<file path="src/rtl/apb_csr_pkg.sv">
// Shared types and constants for the APB CSR controller and its address decoder.
package apb_csr_pkg;

  // APB transfer sequencing states.
  typedef enum logic [1:0] {
    IDLE = 2'd0,
    WAIT = 2'd1,
    DONE = 2'd2
  } apb_state_e;

  localparam int CSR_DATA_W      = 8;
  localparam int DEF_NUM_REGS    = 5;
  localparam int DEF_ADDR_WIDTH  = 3;
  localparam int DEF_WAIT_STATES = 1;
  localparam logic [DEF_NUM_REGS-1:0] DEF_RO_MASK = 5'b00001;

  // Wait counter is wide enough for the full 0..15 wait-state range.
  localparam int WAIT_CNT_W = 4;
  localparam logic [WAIT_CNT_W-1:0] CNT_ONE = 4'd1;

endpackage

</file>
<file path="src/rtl/apb_csr_addr_dec.sv">
// Word-index decoder: one-hot register select plus out-of-range / read-only error.
module apb_csr_addr_dec
  import apb_csr_pkg::*;
#(
  parameter int                  NUM_REGS   = DEF_NUM_REGS,
  parameter int                  ADDR_WIDTH = DEF_ADDR_WIDTH,
  parameter logic [NUM_REGS-1:0] RO_MASK    = DEF_RO_MASK
) (
  input  logic [ADDR_WIDTH-1:0] addr,
  input  logic                  is_write,
  output logic [NUM_REGS-1:0]   onehot,
  output logic                  err
);

  logic hit_s;
  logic ro_s;

  // Match the index against every implemented register; no match means out of range.
  always_comb begin
    onehot = '0;
    hit_s  = 1'b0;
    ro_s   = 1'b0;
    for (int i = 0; i < NUM_REGS; i++) begin
      if (addr == ADDR_WIDTH'(i)) begin
        onehot[i] = 1'b1;
        hit_s     = 1'b1;
        ro_s      = RO_MASK[i];
      end else begin
        onehot[i] = 1'b0;
      end
    end
    err = ~hit_s | (is_write & ro_s);
  end

endmodule

</file>
<file path="src/rtl/apb_csr_ctrl.sv">
// APB slave that sequences CSR bank loads and read-back with programmable wait states.
module apb_csr_ctrl
  import apb_csr_pkg::*;
#(
  parameter int                  NUM_REGS    = DEF_NUM_REGS,
  parameter int                  ADDR_WIDTH  = DEF_ADDR_WIDTH,
  parameter int                  WAIT_STATES = DEF_WAIT_STATES,
  parameter logic [NUM_REGS-1:0] RO_MASK     = DEF_RO_MASK
) (
  input  logic                           i_clk,
  input  logic                           i_rst_n,
  input  logic                           i_psel,
  input  logic                           i_penable,
  input  logic                           i_pwrite,
  input  logic [ADDR_WIDTH-1:0]          i_paddr,
  input  logic [CSR_DATA_W-1:0]          i_pwdata,
  output logic [CSR_DATA_W-1:0]          o_prdata,
  output logic                           o_pready,
  output logic                           o_pslverr,
  output logic [NUM_REGS-1:0]            o_wr_en,
  output logic [CSR_DATA_W-1:0]          o_wr_data,
  input  logic [NUM_REGS*CSR_DATA_W-1:0] i_rd_data
);

  apb_state_e              state_r;
  logic [WAIT_CNT_W-1:0]   cnt_r;
  logic                    write_r;
  logic [CSR_DATA_W-1:0]   wdata_r;
  logic [NUM_REGS-1:0]     onehot_r;
  logic                    err_r;

  logic                    setup_s;
  logic [NUM_REGS-1:0]     dec_onehot_s;
  logic                    dec_err_s;
  logic                    go_done_s;
  logic                    fin_write_s;
  logic [CSR_DATA_W-1:0]   fin_wdata_s;
  logic [NUM_REGS-1:0]     fin_onehot_s;
  logic                    fin_err_s;
  logic                    ok_wr_s;
  logic                    ok_rd_s;
  logic [CSR_DATA_W-1:0]   rd_sel_s;

  assign setup_s = i_psel & ~i_penable;

  apb_csr_addr_dec #(
    .NUM_REGS   (NUM_REGS),
    .ADDR_WIDTH (ADDR_WIDTH),
    .RO_MASK    (RO_MASK)
  ) u_addr_dec (
    .addr     (i_paddr),
    .is_write (i_pwrite),
    .onehot   (dec_onehot_s),
    .err      (dec_err_s)
  );

  // Decide whether the next edge enters DONE and which transfer attributes complete there;
  // with zero wait states the setup-phase inputs complete directly.
  always_comb begin
    go_done_s    = 1'b0;
    fin_write_s  = write_r;
    fin_wdata_s  = wdata_r;
    fin_onehot_s = onehot_r;
    fin_err_s    = err_r;
    case (state_r)
      IDLE: begin
        if (setup_s && (WAIT_STATES == 0)) begin
          go_done_s    = 1'b1;
          fin_write_s  = i_pwrite;
          fin_wdata_s  = i_pwdata;
          fin_onehot_s = dec_onehot_s;
          fin_err_s    = dec_err_s;
        end else begin
          go_done_s = 1'b0;
        end
      end
      WAIT: begin
        if (i_psel && (cnt_r == CNT_ONE)) begin
          go_done_s = 1'b1;
        end else begin
          go_done_s = 1'b0;
        end
      end
      default: go_done_s = 1'b0;
    endcase
    ok_wr_s = go_done_s & fin_write_s & ~fin_err_s;
    ok_rd_s = go_done_s & ~fin_write_s & ~fin_err_s;
  end

  // Read mux: AND-OR select of the register addressed by the completing transfer.
  always_comb begin
    rd_sel_s = '0;
    for (int i = 0; i < NUM_REGS; i++) begin
      rd_sel_s = rd_sel_s | ({CSR_DATA_W{fin_onehot_s[i]}} & i_rd_data[CSR_DATA_W*i +: CSR_DATA_W]);
    end
  end

  // Transfer FSM, wait counter, latched request and registered APB/bank outputs.
  always_ff @(posedge i_clk or negedge i_rst_n) begin
    if (!i_rst_n) begin
      state_r   <= IDLE;
      cnt_r     <= '0;
      write_r   <= 1'b0;
      wdata_r   <= '0;
      onehot_r  <= '0;
      err_r     <= 1'b0;
      o_pready  <= 1'b0;
      o_pslverr <= 1'b0;
      o_prdata  <= '0;
      o_wr_en   <= '0;
      o_wr_data <= '0;
    end else begin
      o_pready  <= go_done_s;
      o_pslverr <= go_done_s & fin_err_s;
      o_prdata  <= ok_rd_s ? rd_sel_s : '0;
      o_wr_en   <= ok_wr_s ? fin_onehot_s : '0;
      if (ok_wr_s) begin
        o_wr_data <= fin_wdata_s;
      end else begin
        o_wr_data <= o_wr_data;
      end
      case (state_r)
        IDLE: begin
          if (setup_s) begin
            write_r  <= i_pwrite;
            wdata_r  <= i_pwdata;
            onehot_r <= dec_onehot_s;
            err_r    <= dec_err_s;
            cnt_r    <= WAIT_CNT_W'(WAIT_STATES);
            state_r  <= go_done_s ? DONE : WAIT;
          end else begin
            state_r <= IDLE;
          end
        end
        WAIT: begin
          if (!i_psel) begin
            cnt_r   <= '0;
            state_r <= IDLE;
          end else if (go_done_s) begin
            cnt_r   <= '0;
            state_r <= DONE;
          end else begin
            cnt_r   <= cnt_r - CNT_ONE;
            state_r <= WAIT;
          end
        end
        DONE:    state_r <= IDLE;
        default: state_r <= IDLE;
      endcase
    end
  end

endmodule

</file>
<file path="config.mk">
export PLATFORM = sky130hd
export DESIGN_NAME = apb_csr_ctrl
export DESIGN_NICKNAME = d
export VERILOG_FILES = /design/src/rtl/apb_csr_pkg.sv /design/src/rtl/apb_csr_addr_dec.sv /design/src/rtl/apb_csr_ctrl.sv
export SDC_FILE = /design/constraint.sdc
export NUM_CORES = 1
export LEC_CHECK = 0
export ABC_AREA = 1
export CAP_MARGIN = 20
export CORE_MARGIN = 2
export CORE_UTILIZATION = 35
export DETAILED_ROUTE_END_ITERATION = 6
export PLACE_DENSITY = 0.75
export SLEW_MARGIN = 20
export SYNTH_ARGS = -nofsm -noshare
export SYNTH_HDL_FRONTEND = slang
export SYNTH_SLANG_ARGS = --single-unit
</file>
<file path="constraint.sdc">
create_clock -name i_clk -period 1.8 [get_ports i_clk]
set_clock_uncertainty 0.05 [all_clocks]
set_input_delay 0.27 -clock i_clk [delete_from_list [all_inputs] [get_ports i_clk]]
set_output_delay 0.27 -clock i_clk [all_outputs]
set_load 0.01 [all_outputs]
</file>
### Sequential cells coloured by netlist name, run 1

Other sequential cells in the stronger grey, the rest of the logic in the fainter grey.
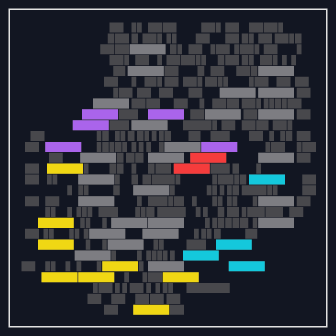
[purple] `o_wr_en` | sequential cells: 5
[yellow] `fin_wdata_s` | sequential cells: 8 | where: bottom left
[cyan] `cnt_r` | sequential cells: 4 | where: bottom right
[red] `state_r` | sequential cells: 2
not coloured: 25
combined flip-flop and latch cell area: 0.00110 mm2
Post-Route Utilization: 0.545
sequential power: 0.00142 W
flip-flop and latch share of the layout cell area: 0.369

### Clock wiring as the flow saved it, run 1

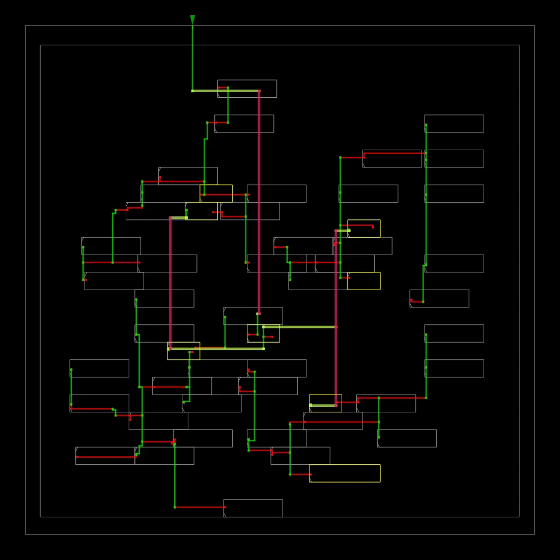
number of clock buffers in the layout: 7
clock sink count: 44

### Zoomed window, run 1

Window x 0 to 50, y 29 to 79 um. Cells in grey, sequential cells in the stronger grey; small squares are vias.
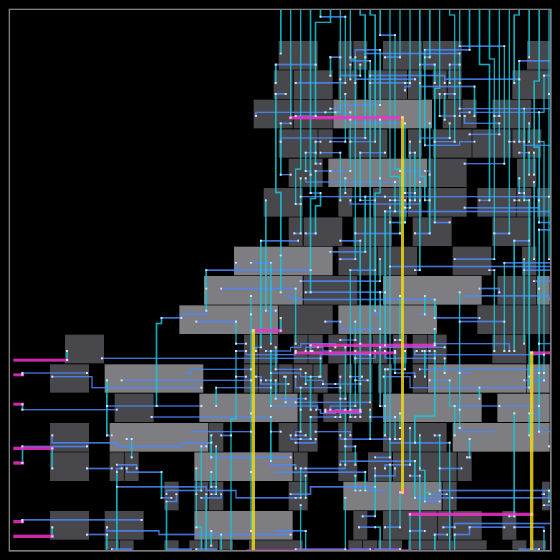
[blue] met1
[yellow] met4
[magenta] met3
[cyan] met2
most frequent: clkdlybuf4s50_1 (32), nand2_1 (19), dfrtp_1 (17)
cells with their middle in the window: 121
netlist names of flops here include: `fin_onehot_s` (5), `o_wr_en` (4), `o_prdata` (2)
sequential cells in the window: 17

==> out/notes.md, run 1 <==
Most area-hungry cell class in the final design: registers. The critical register-to-register path endpoint is o_wr_data[3]. The share of layout cells above drive strength 1 works out to 0.0667.

After floorplanning, the core was sized to cover 0.00547 mm2. The logs give a warning total of 27. With the reported max-cap violation count at 0, the worst slew margin relative to its limit is 0.623. The die area was 0.00627 mm2.

The tools report the maximum achievable frequency as 649 MHz. The remaining number of nets flagged by the antenna check after routing is 0, and the number of flip-flops and latches in the synthesized netlist is 44. Compared with the post-synthesis result, the final layout area differs by 50.8%. The time the worst path needs with I/O delays and setup came out at 1540 ps.

Share of the core filled by cells before placement: 0.362. In this run the number of H-tree levels came out at 2. The first global-routing pass estimated 7940 um of wire. The synthesized netlist was found by Yosys to have 234 cells.

The root buffer cell chosen for the clock tree is clkbuf_8. Part of the Yosys area used for sequential elements: 0.556. The flow ran to the end, and the final reports show no timing, DRC or antenna violations.

The number of placed cells counting well taps was 378. The kind of cell with the highest combined delay along the critical path is simple AND/OR/NAND/NOR gates. Across all layers, the routed design uses 1772 vias. With the proportion of cell area spent on the clock network at 0.0423, the number of DRC markers in iteration 0 is 59.

0 antenna diodes ended up in the layout. In the Yosys stats the netlist draws on 22 distinct library cells. The parity-gate share of the synthesized area counting xor and xnor cells was 0.00442. For the worst reg-to-reg path, the startpoint reported by OpenROAD is cnt_r[1].

Entering global routing, the biggest net connects 25 pins. Critical path depth in cells: 9. The adder and majority cell fraction of the synthesized area works out to 0.0126. Per STA, the startpoint of the critical path is cnt_r[1]. The final-report hold violation count is 0. The layout contains a multi-input combinational cell count of 161. The report lists the number of cells resized after CTS as 0.

With the total negative slack at 0 ps, the logic depth of the worst register-to-register path is 9. The final layout contains a sequential cell count of 44. In this run the horizontal extent of the chip is 79.2 um.

The registers of the reported paths see a clock transition of 80 ps. For the count of TritonRoute iterations in the first routing pass, the log shows 4. Cell type of the slowest stage on the worst timing path: dfrtp_1. The logs give 234 for the cell count after synthesis and 4870 um for the total detailed-routing wirelength. The proportion of final cell area spent on non-clock buffers was 0.279.
## run 1: per-stage QoR
| stage | cell area [um2] | total power (W) |
|---|---|---|
| floorplan | 1980 | 0.00195 |
| global placement | 2850 | 0.00236 |
| detailed placement | 2850 | 0.00240 |
| CTS | 2980 | 0.00322 |
| global route | 2980 | 0.00340 |
| finish | 2980 | 0.00318 |
## run 1: report_power, final
group	switching, W	internal, W
registers	0.000212	0.00121
logic	0.000461	0.000482
clock network	0.000320	0.000489
total	0.000992	0.00218
## run 1: worst min path at each step
stage                         startpoint              end  slack, ps  cells past startpoint
after floorplan                  i_rst_n         cnt_r[0]        -80                      0
after global placement           i_rst_n       o_wr_en[1]        240                      1
after detailed placement         i_rst_n  fin_onehot_s[0]        240                      1
after CTS                 fin_wdata_s[2]     o_wr_data[2]        430                      2
after global routing         i_pwdata[6]   fin_wdata_s[6]        450                      3
final                     fin_wdata_s[2]     o_wr_data[2]        420                      2
## run 1: metal layers
metal	track usage	wire [um]	vias up
li1	-	-	889
met1	0.197	2010	833
met2	0.284	2590	41
met3	0.0227	166	9
met4	0.0776	103	0
met5	0	0	-
## run 1: synthesized netlist by cell type
library cell,instances,area (um2)
nand2_1,86,323
a21oi_1,3,15.0
nor2_1,25,93.8
nor3_1,2,10.0
a22o_1,7,61.3
inv_2,2,7.51
nor2_4,2,22.5
nor3_4,1,16.3
o21ai_0,9,45.0
nand4_1,2,12.5
xor2_1,1,8.76
ha_1,2,25.0
inv_1,18,67.6
dfrtp_1,44,1100
nor2_2,1,6.26
clkbuf_1,5,18.8
nand2_2,2,12.5
o32ai_1,1,8.76
nand3_1,16,80.1
buf_2,3,15.0
nand3_4,1,17.5
buf_6,1,11.3
## run 1: repair_timing
action	CTS	global route
hold buffers	1	0
hold endpoints to repair	23	0
setup buffers	0	0
--- run 2 (diff from run 1) ---
--- a/config.mk
+++ b/config.mk
@@ -9,7 +9,7 @@
 export CAP_MARGIN = 20
 export CORE_MARGIN = 2
-export CORE_UTILIZATION = 35
+export CORE_UTILIZATION = 43
 export DETAILED_ROUTE_END_ITERATION = 6
-export PLACE_DENSITY = 0.75
+export PLACE_DENSITY = 0.88
 export SLEW_MARGIN = 20
 export SYNTH_ARGS = -nofsm -noshare
--- a/constraint.sdc
+++ b/constraint.sdc
@@ -3,3 +3,3 @@
 set_input_delay 0.27 -clock i_clk [delete_from_list [all_inputs] [get_ports i_clk]]
 set_output_delay 0.27 -clock i_clk [all_outputs]
-set_load 0.01 [all_outputs]
+set_load 0.005 [all_outputs]
### Supply network, run 2

Pins as bars on the die edge.
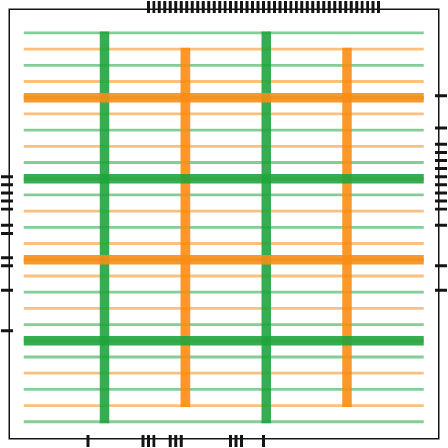
[orange] VDD
[green] VSS
met5 straps: 4
rows: 24
die width: 71.8 um
placeable core region: 0.00438 mm2
worst-case vdd ir drop: 0.000659 V
vertical die dimension: 71.8 um

==> run 2 against run 1 <==
Net effect: largest cell class unchanged; utilization increased by 13 points; critical endpoint is now o_wr_data[5]; first-iteration DRC count increased by 73%; highest routed layer unchanged; largest power group unchanged; area after synthesis unchanged.
==> out/notes.md, run 2 <==
The global-route track usage on met2 came out at 0.353 (was 0.284). For the worst slew margin relative to its limit, the log shows 0.675 (was 0.623). The die area was 0.00516 mm2 (was 0.00627 mm2); the share of the core filled by cells before placement was 0.451 (was 0.362). The number of clock sinks is 44 (unchanged), and the part of the power in combinational logic is 0.303 (was 0.297). Leading cell types by total area after synthesis: dfrtp_1, nand2_1, nor2_1 (unchanged). The run gives 2 (unchanged) for the number of H-tree levels. The total negative slack is 0 ps (unchanged), and the global-route wire length before repair is 8170 um (was 7940 um).

The cell count after synthesis came out at 234 (unchanged). The cell with the most instances after synthesis was nand2_1 (unchanged). The maximum number of pins on one net before global-route repair was 25 (unchanged); the share of layout cells above drive strength 1 was 0.0694 (was 0.0667).

The logs give 4840 um (was 4870 um) for the total detailed-routing wirelength and 0.235 (was 0.255) for the clock share of power. The final-report hold violation count is 0 (unchanged). Reported clock group power: 0.000726 W (was 0.000809 W). The run finished with clean final reports.

The maximum achievable frequency is 644 MHz (was 649 MHz), and the time the worst path needs with I/O delays and setup is 1550 ps (was 1540 ps). The number of flip-flops and latches in the synthesized netlist was 44 (unchanged); the switching power as a share of total power was 0.318 (was 0.312). The number of DRC markers in iteration 0 is 102 (was 59).

Cell type with the highest aggregate area in the netlist: dfrtp_1 (unchanged). The fraction of met1 tracks used by global routing was 0.247 (was 0.197). The number of standard cells reported by yosys is 234 (unchanged).

OpenROAD warning count: 27 (unchanged). For the net switching power, the log shows 0.000982 W (was 0.000992 W). For the via count of the routed design, the log shows 1804 (was 1772).

The run gives 80 ps (about the same) for the register clock-pin slew on the reported worst setup and hold paths. The internal power consumption is 0.00211 W (was 0.00218 W). The tools report the number of antenna diodes as 0 (unchanged). Group drawing the most power: registers (unchanged).
-- run 2: worst max-delay path: cells and delay by family, from the launching register on --
family | cells | cell delay [ps]
and+or+nand+nor | 6 | 690
DFF | 1 | 380
adders and majority gates | 1 | 170
buffers and inverters | 2 | 160
-- run 2: cell families after synthesis --
group                    after synthesis  share of synthesized area
AND-OR/OR-AND                         20                     0.0657
XOR/XNOR                               1                    0.00443
adder cells (fa/ha/maj)                2                     0.0126
buffers and inverters                 29                     0.0607
flip-flops                            44                      0.556
AND/OR/NAND/NOR                      138                      0.300
-- run 2: metal layers --
| metal | vias to the layer above | share of wire |
|---|---|---|
| li1 | 892 | - |
| met1 | 866 | 0.42 |
| met2 | 42 | 0.54 |
| met3 | 4 | 0.034 |
| met4 | 0 | 0.011 |
| met5 | - | 0 |
-- run 2: final timing paths --
path,startpoint,to,slack (ps),depth (start not counted)
setup / recovery,cnt_r[1],o_wr_data[5],250,9
hold / removal,i_rst_n,o_prdata[3],420,2
setup reg to reg,cnt_r[1],o_wr_data[5],250,9
hold reg to reg,fin_wdata_s[6],o_wr_data[6],440,2
max in group asynchronous,i_rst_n,o_wr_data[7],790,3
min in group i_clk,fin_wdata_s[6],o_wr_data[6],440,2
-- run 2: final cells by class --
type / instances / area, um2 / share of cell area
Clock buffer: 6 / 72.6 / 0.0246
Clock inverter: 2 / 35.0 / 0.0119
Inverter: 20 / 75.1 / 0.0254
Multi-Input combinational cell: 161 / 758 / 0.257
Sequential cell: 44 / 1100 / 0.373
Tap cell: 52 / 65.1 / 0.0220
Timing Repair Buffer: 84 / 848 / 0.287
-- run 2: stage by stage --
step	setup slack, ps	total power [W]
finish	248	0.00309
global route	90.5	0.00331
CTS	238	0.00311
detailed placement	83.5	0.00238
global placement	153	0.00233
floorplan	405	0.00192
--- run 3 (diff from run 2) ---
- CAP_MARGIN: 20 -> not set
### Supply network, run 3

Pins as bars on the die edge.
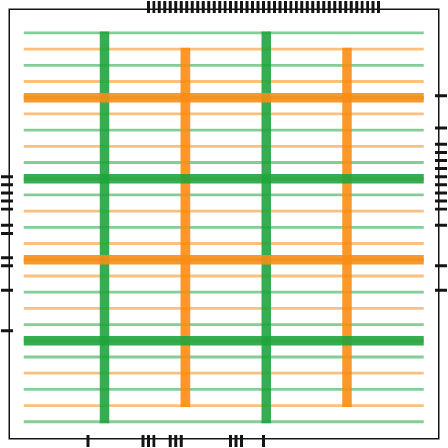

==> run 3 against run 2 <==
Net effect: register-to-register slack barely moved; final cell count unchanged; synthesized cell count did not move; cell area unchanged; hold slack unchanged; first-iteration DRC count unchanged; global-route usage unchanged; clock-buffer cell count is the same; maximum frequency stayed put; highest routed layer unchanged; combinational power hardly changed; sequential share of layout area unchanged; wire length stayed put.
==> out/notes.md, run 3 <==
The tools report the part of the Yosys area used for sequential elements as 0.556 (unchanged). The remaining number of nets flagged by the antenna check after routing is 0 (unchanged). The number of unique standard cell types used by synthesis is 22 (unchanged). Cell with the most instances after synthesis: nand2_1 (unchanged). The die height is 71.8 um (unchanged), and the OpenROAD warning count is 27 (unchanged). The logs give 25 (unchanged) for the maximum number of pins on one net before global-route repair and 83.5 ps (unchanged) for the setup slack after placement. Origin of the critical flop-to-flop path: cnt_r[1] (unchanged).

The count of TritonRoute iterations in the first routing pass was 4 (unchanged). The switching power as a share of total power works out to 0.318 (unchanged). The most instantiated flip-flop cell in the synthesis netlist is dfrtp_1 (unchanged). With the number of DRC markers in iteration 0 at 102 (unchanged), the total setup buffers inserted after CTS is 0 (unchanged). Hold-fix buffer count after cts: 1 (unchanged).

The part of the power in combinational logic is 0.303 (about the same), and the area growth from synthesis to layout is 49.3% (unchanged). The area of placed instances was 0.00284 mm2 (unchanged). For the total detailed-routing wirelength, the log shows 4840 um (unchanged).

Critical register-to-register path endpoint: o_wr_data[5] (unchanged). The worst voltage drop across the vdd grid is 0.000659 V (unchanged), and the share of layout cells above drive strength 1 is 0.0694 (unchanged). The width of the die works out to 71.8 um (unchanged).

The sequential power share was 0.462 (about the same); the clock share of power was 0.235 (about the same). The tools report the die area as 0.00516 mm2 (unchanged). The tools report the total power as 0.00309 W (unchanged). The run finished with clean final reports.

For the cell count after synthesis, the log shows 234 (unchanged).
-- run 3: cell counts after synthesis --
No cell type changed its count.
-- run 3: worst max path at each step --
stage                  start            to  slack [ps]  cells after the start
finish              cnt_r[1]  o_wr_data[5]         250                      9
global route        cnt_r[1]  o_wr_data[4]          90                      9
CTS                 cnt_r[1]  o_wr_data[5]         240                      9
detailed placement    i_psel  o_wr_data[5]          80                      8
global placement      i_psel  o_wr_data[6]         150                      8
floorplan           cnt_r[1]  o_wr_data[2]         400                     10
-- run 3: worst max-delay path: stages, from the launching register on --
cell,delay (ps)
dfrtp_1,380
inv_1,90
ha_1,170
nand2_1,70
inv_2,70
nand3_4,130
nor2_4,140
nand2_2,170
nand2_1,120
nand2_1,60
-- run 3: power groups by stage --
stage,combinational [W],sequential [W],clock (W)
after floorplan,0.000559,0.00136,0
final,0.000937,0.00143,0.000726
after global routing,0.00106,0.00146,0.000787
after CTS,0.000948,0.00143,0.000734
after global placement,0.000894,0.00143,0
after detailed placement,0.000942,0.00144,0
-- run 3: cell type report --
class	instances	area [um2]
Fill cell	336	1430
Sequential cell	44	1100
Timing Repair Buffer	84	848
Multi-Input combinational cell	161	758
Inverter	20	75.1
Clock buffer	6	72.6
Tap cell	52	65.1
Clock inverter	2	35.0
-- run 3: layer usage --
metal / track usage / wire [um] / vias to the layer above
met2: 0.353 / 2600 / 42
met4: 0.0650 / 55 / 0
met5: 0 / 0 / -
met3: 0.0380 / 166 / 4
li1: - / - / 892
met1: 0.247 / 2020 / 866
-- run 3: cells by family (layout without fill, tap and decap cells) --
kind of cell    after synthesis  in the layout  synth area share
compound gates               20             20            0.0657
flops                        44             44             0.556
buf+inv                      29            112            0.0607
xor+xnor                      1              1           0.00443
fa+ha+maj                     2              2            0.0126
simple gates                138            138             0.300

==> gallery <==
Gate families picked out.
panel A
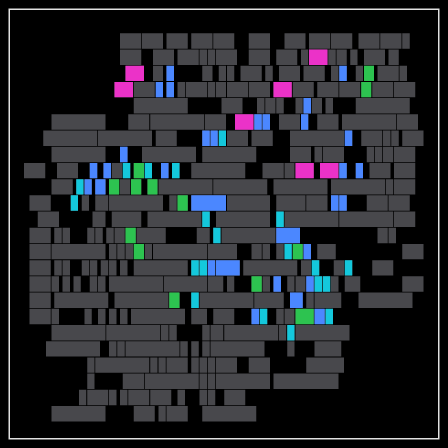
panel B
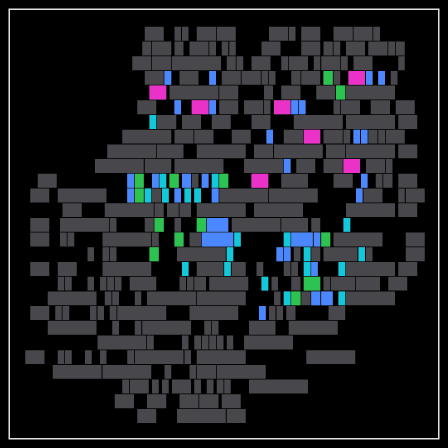
For run 2, see panel A.
For run 1, see panel B.

Power is estimated from default activity; no workload was simulated.
